==> config.mk <==
export PLATFORM = sky130hd
export DESIGN_NAME = dsa_interp_sequencer
export DESIGN_NICKNAME = d
export VERILOG_FILES = /design/src/rtl/dsa_interp_sequencer.sv
export SDC_FILE = /design/constraint.sdc
export NUM_CORES = 1
export LEC_CHECK = 0
export CORE_ASPECT_RATIO = 0.9
export CORE_MARGIN = 8
export CORE_UTILIZATION = 50
export CTS_BUF_LIST = sky130_fd_sc_hd__clkbuf_8
export DETAILED_ROUTE_END_ITERATION = 10
export PLACE_DENSITY = 0.77
export SETUP_SLACK_MARGIN = 0.1
export SYNTH_ARGS = -nofsm -noshare
export SYNTH_HDL_FRONTEND = slang
export SYNTH_SLANG_ARGS = --single-unit
==> constraint.sdc <==
create_clock -name clk -period 12.8 [get_ports clk]
set_input_delay 2.56 -clock clk [delete_from_list [all_inputs] [get_ports clk]]
set_output_delay 2.56 -clock clk [all_outputs]
set_load 0.02 [all_outputs]
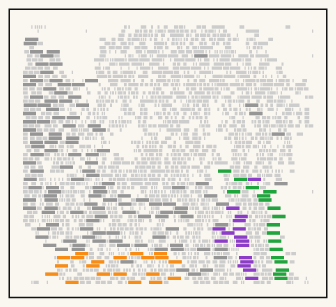
run_1/ff_map.png
Other sequential cells in the stronger grey, the rest of the logic in the fainter grey.
| colour | signal | flops |
|---|---|---|
| orange | dst_addr | 20 |
| purple | step_q | 16 |
| green | x_acc_q | 18 |
not coloured: 124
storage element area: 4460 µm²
Layout Utilization: 61.2%

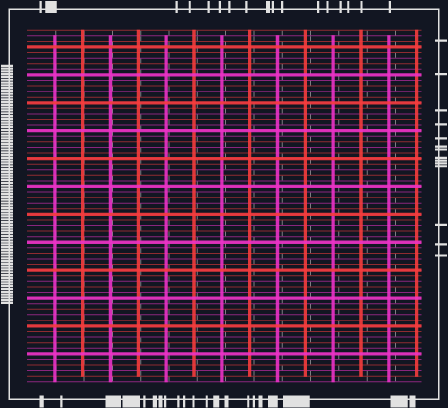
run_1/floorplan.png
Pins as bars on the die edge. Tap cells in grey.
| colour | net |
|---|---|
| magenta | VSS |
| red | VDD |
rows: 63
met4 straps: 14
tap cells: 422
signal pins: 193
met1 rails: 64
die boundary height: 189 µm
Core Footprint: 32900 µm²
width of the chip: 209 µm

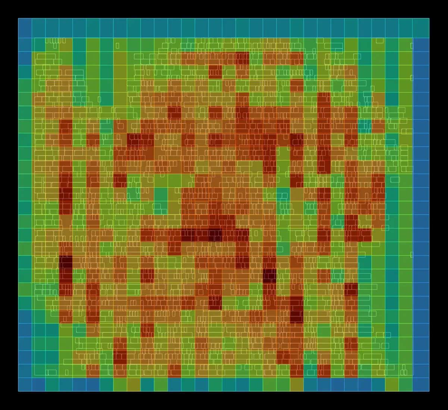
run_1/congestion_map.png
gr usage total: 24.1%
drt wl/cell: 18.5 µm
GRT busiest layer: met2
met2 capacity usage during global routing: 40.0%

==> summary.txt, run 1 <==
flow finished, numbers: status=complete, no violations, post-synthesis instance total=1970, total of buffers placed on input and output ports=approximately 180, topmost layer with routed signal wires=met4, Critical Path End Type=primary output, total CTS buffers=17, Layout clock buffers=17, total routed wirelength=between 40 and 50 mm, number of antenna violations at the first check in global routing=1, arithmetic-cell share of the synthesized area counting full adders, half adders and majority gates=19.3%, logic gate share of total power=68.4%, detailed placement HPWL=35.8 mm, fraction of met3 tracks used by global routing=6.35%, count of antenna-violating nets left after detailed routing=0, worst clock skew=between 0.01 and 0.015 ns, final worst hold slack=0.500 ns, power after layout=between 4 and 5 mW, combinational power=2.93 mW, biggest area contributors in the synthesized netlist=sky130_fd_sc_hd__dfrtp_1, sky130_fd_sc_hd__ha_1, sky130_fd_sc_hd__fa_1, buffer count from post-CTS setup fixing=8, row count=63, Largest stage delay, worst path=0.57 ns, largest net degree at the start of global routing=103, number of placed instances with taps included=2535, Yosys top cell area share=26.7%, Maximum Capacitance Violations=0, flip-flop and latch power=0.970 mW, OpenROAD warning count=32, final tally of max-slew violations=0, global-route wire length before repair=78.7 mm, average cell area after synthesis=8.48 µm², Most Frequent Cell on Critical Path=sky130_fd_sc_hd__fa_1, biggest fanout along the worst timing path=4, upper clock frequency limit=80.7 MHz, setup_tns=0 ns, Comb gate area=11500 µm², Clk pwr share=8.9%, Comb area share=between 50% and 60%, required time of the critical path=10.24 ns, TritonCTS clock tree=done, count of cell instances traversed by the critical path=43, number of placed I/O pins=193, class of the tightest hold or removal check=flip-flop to flip-flop, Net Switching=about 2.1 mW, CTS H-tree depth=4, Post-Synth XOR/XNOR Area=5.36%, final setup violation count=0, leading cell types in the layout, fill and taps excluded=sky130_fd_sc_hd__nand2_1, sky130_fd_sc_hd__dfrtp_1, sky130_fd_sc_hd__clkdlybuf4s50_1, total vias in the final route=15300, aoi share=15.9%, Seq cells post-synth=178, number of hold violations in the final report=0, most frequent logic cell in the layout=sky130_fd_sc_hd__nand2_1, post-layout min period=12.38 ns, clock sink count=178, Top Family by Delay on Critical Path=adder cells, commonest cells in the netlist=sky130_fd_sc_hd__nand2_1, sky130_fd_sc_hd__dfrtp_1, sky130_fd_sc_hd__inv_1, cell with the most instances after synthesis=sky130_fd_sc_hd__nand2_1, count of fill cells added during filler insertion=2817, met1 GRT Util=30.7%, fraction of area in non-clock buffers=a little over an eighth, flip-flop cell with the highest count after synthesis=sky130_fd_sc_hd__dfrtp_1, Post-synth mux share=4.31%, cell class with the largest area share=multi-input combinational cells, post-placement worst setup slack=-0.167 ns, Placement Cell Area=about 19000 µm², number of flip-flops in the largest register=20, count of inserted tapcells=roughly 420, worst reg-to-reg setup slack=8.54 ns, post-synthesis instance area=16700 µm², Buffers & Inverters on Critical Path=10, Non-CTS buffers=302, clock transition at the registers of the reported paths=0.10 ns, Synth cell types=84, DRC violations left=0, growth of design area from synthesis to finish=20.7%, reported leakage power=9.49 nW, total congestion overflow=0, Placer Congestion=0.958, cell internal pwr=2.14 mW, Synth logic family=simple AND/OR/NAND/NOR gates
run_1/class_map.png
The bar under the picture is 50 µm long.
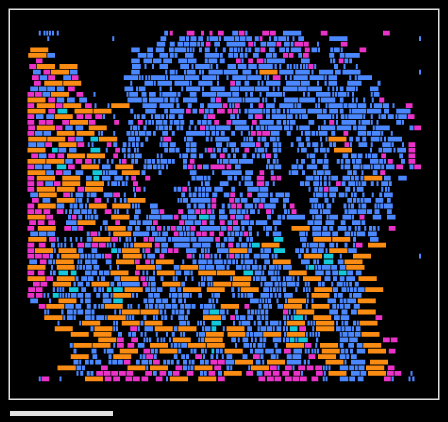

==> run 2: changes to the inputs <==
- CORE_MARGIN: 8 -> unset
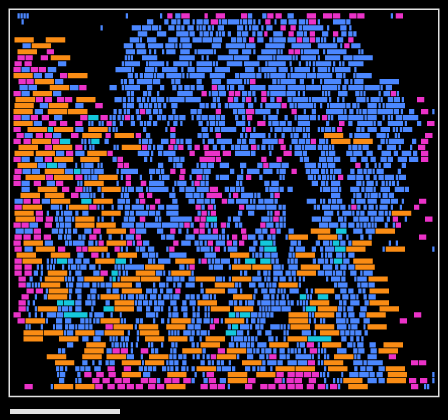
run_2/class_map.png
The bar under the picture is 50 µm long.
| colour | class | cells | share of their area |
|---|---|---|---|
| cyan | clock drivers and dummy loads | 32 | 2.1% |
| blue | remaining logic cells | 1669 | 61% |
| magenta | remaining buffers and delay cells | 308 | 14% |
| orange | registers | 178 | 22% |
Layout Cell Area excl Fill: 20400 µm²
Layout Utilization: 61.9%

==> summary.txt, run 2 <==
flow finished, numbers: total of buffers placed on input and output ports=176, cell with the most instances after synthesis=sky130_fd_sc_hd__nand2_1, combinational power=2.99 mW, Post-synth mux share=4.31%, setup_tns=0 ns, Seq cells post-synth=178, class of the tightest hold or removal check=flip-flop to flip-flop, met1 GRT Util=a little over a third, global-route wire length before repair=75.5 mm, number of antenna violations at the first check in global routing=0, post-layout min period=between 10 and 15 ns, post-synthesis instance total=around 2000, largest net degree at the start of global routing=about 110, gr usage total=27.3%, Placer Congestion=0.963, arithmetic-cell share of the synthesized area counting full adders, half adders and majority gates=19.3%, cell internal pwr=2.23 mW, number of placed instances with taps included=2549, Post-Synth XOR/XNOR Area=5.36%, final setup violation count=0, OpenROAD warning count=34, buffer count from post-CTS setup fixing=2, required time of the critical path=10.24 ns, total congestion overflow=0, number of placed I/O pins=193, count of cell instances traversed by the critical path=43, row count=approximately 63, most frequent logic cell in the layout=sky130_fd_sc_hd__nand2_1, Net Switching=2.14 mW, final tally of max-slew violations=0, biggest area contributors in the synthesized netlist=sky130_fd_sc_hd__dfrtp_1, sky130_fd_sc_hd__ha_1, sky130_fd_sc_hd__fa_1, GRT busiest layer=met2, commonest cells in the netlist=sky130_fd_sc_hd__nand2_1, sky130_fd_sc_hd__dfrtp_1, sky130_fd_sc_hd__inv_1, count of inserted tapcells=422, status=complete, no violations, post-synthesis instance area=between 15000 and 20000 µm², detailed placement HPWL=34.8 mm, die boundary height=175 µm, total vias in the final route=15300, Critical Path End Type=primary output, count of antenna-violating nets left after detailed routing=0, storage element area=4460 µm², total CTS buffers=17, clock transition at the registers of the reported paths=0.10 ns, clock sink count=about 180, number of hold violations in the final report=0, total routed wirelength=between 40 and 50 mm
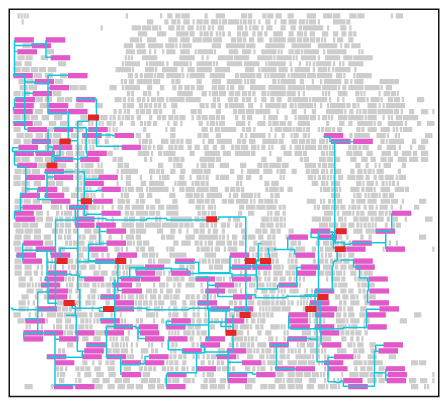
run_2/clock_wires.png
[cyan] clock wires | length: 2360 µm
[magenta] flip-flops | count: 178
[red] clock-net drivers | count: 17
flops lie: spread over the die
routed clock nets: 18
Clock group: 0.423 mW
Clk pwr share: 9.7%
worst clock skew: 0.0136 ns
clock insertion delay at the later pin of the skew report: 0.49 ns

Power is estimated from default activity; no workload was simulated.
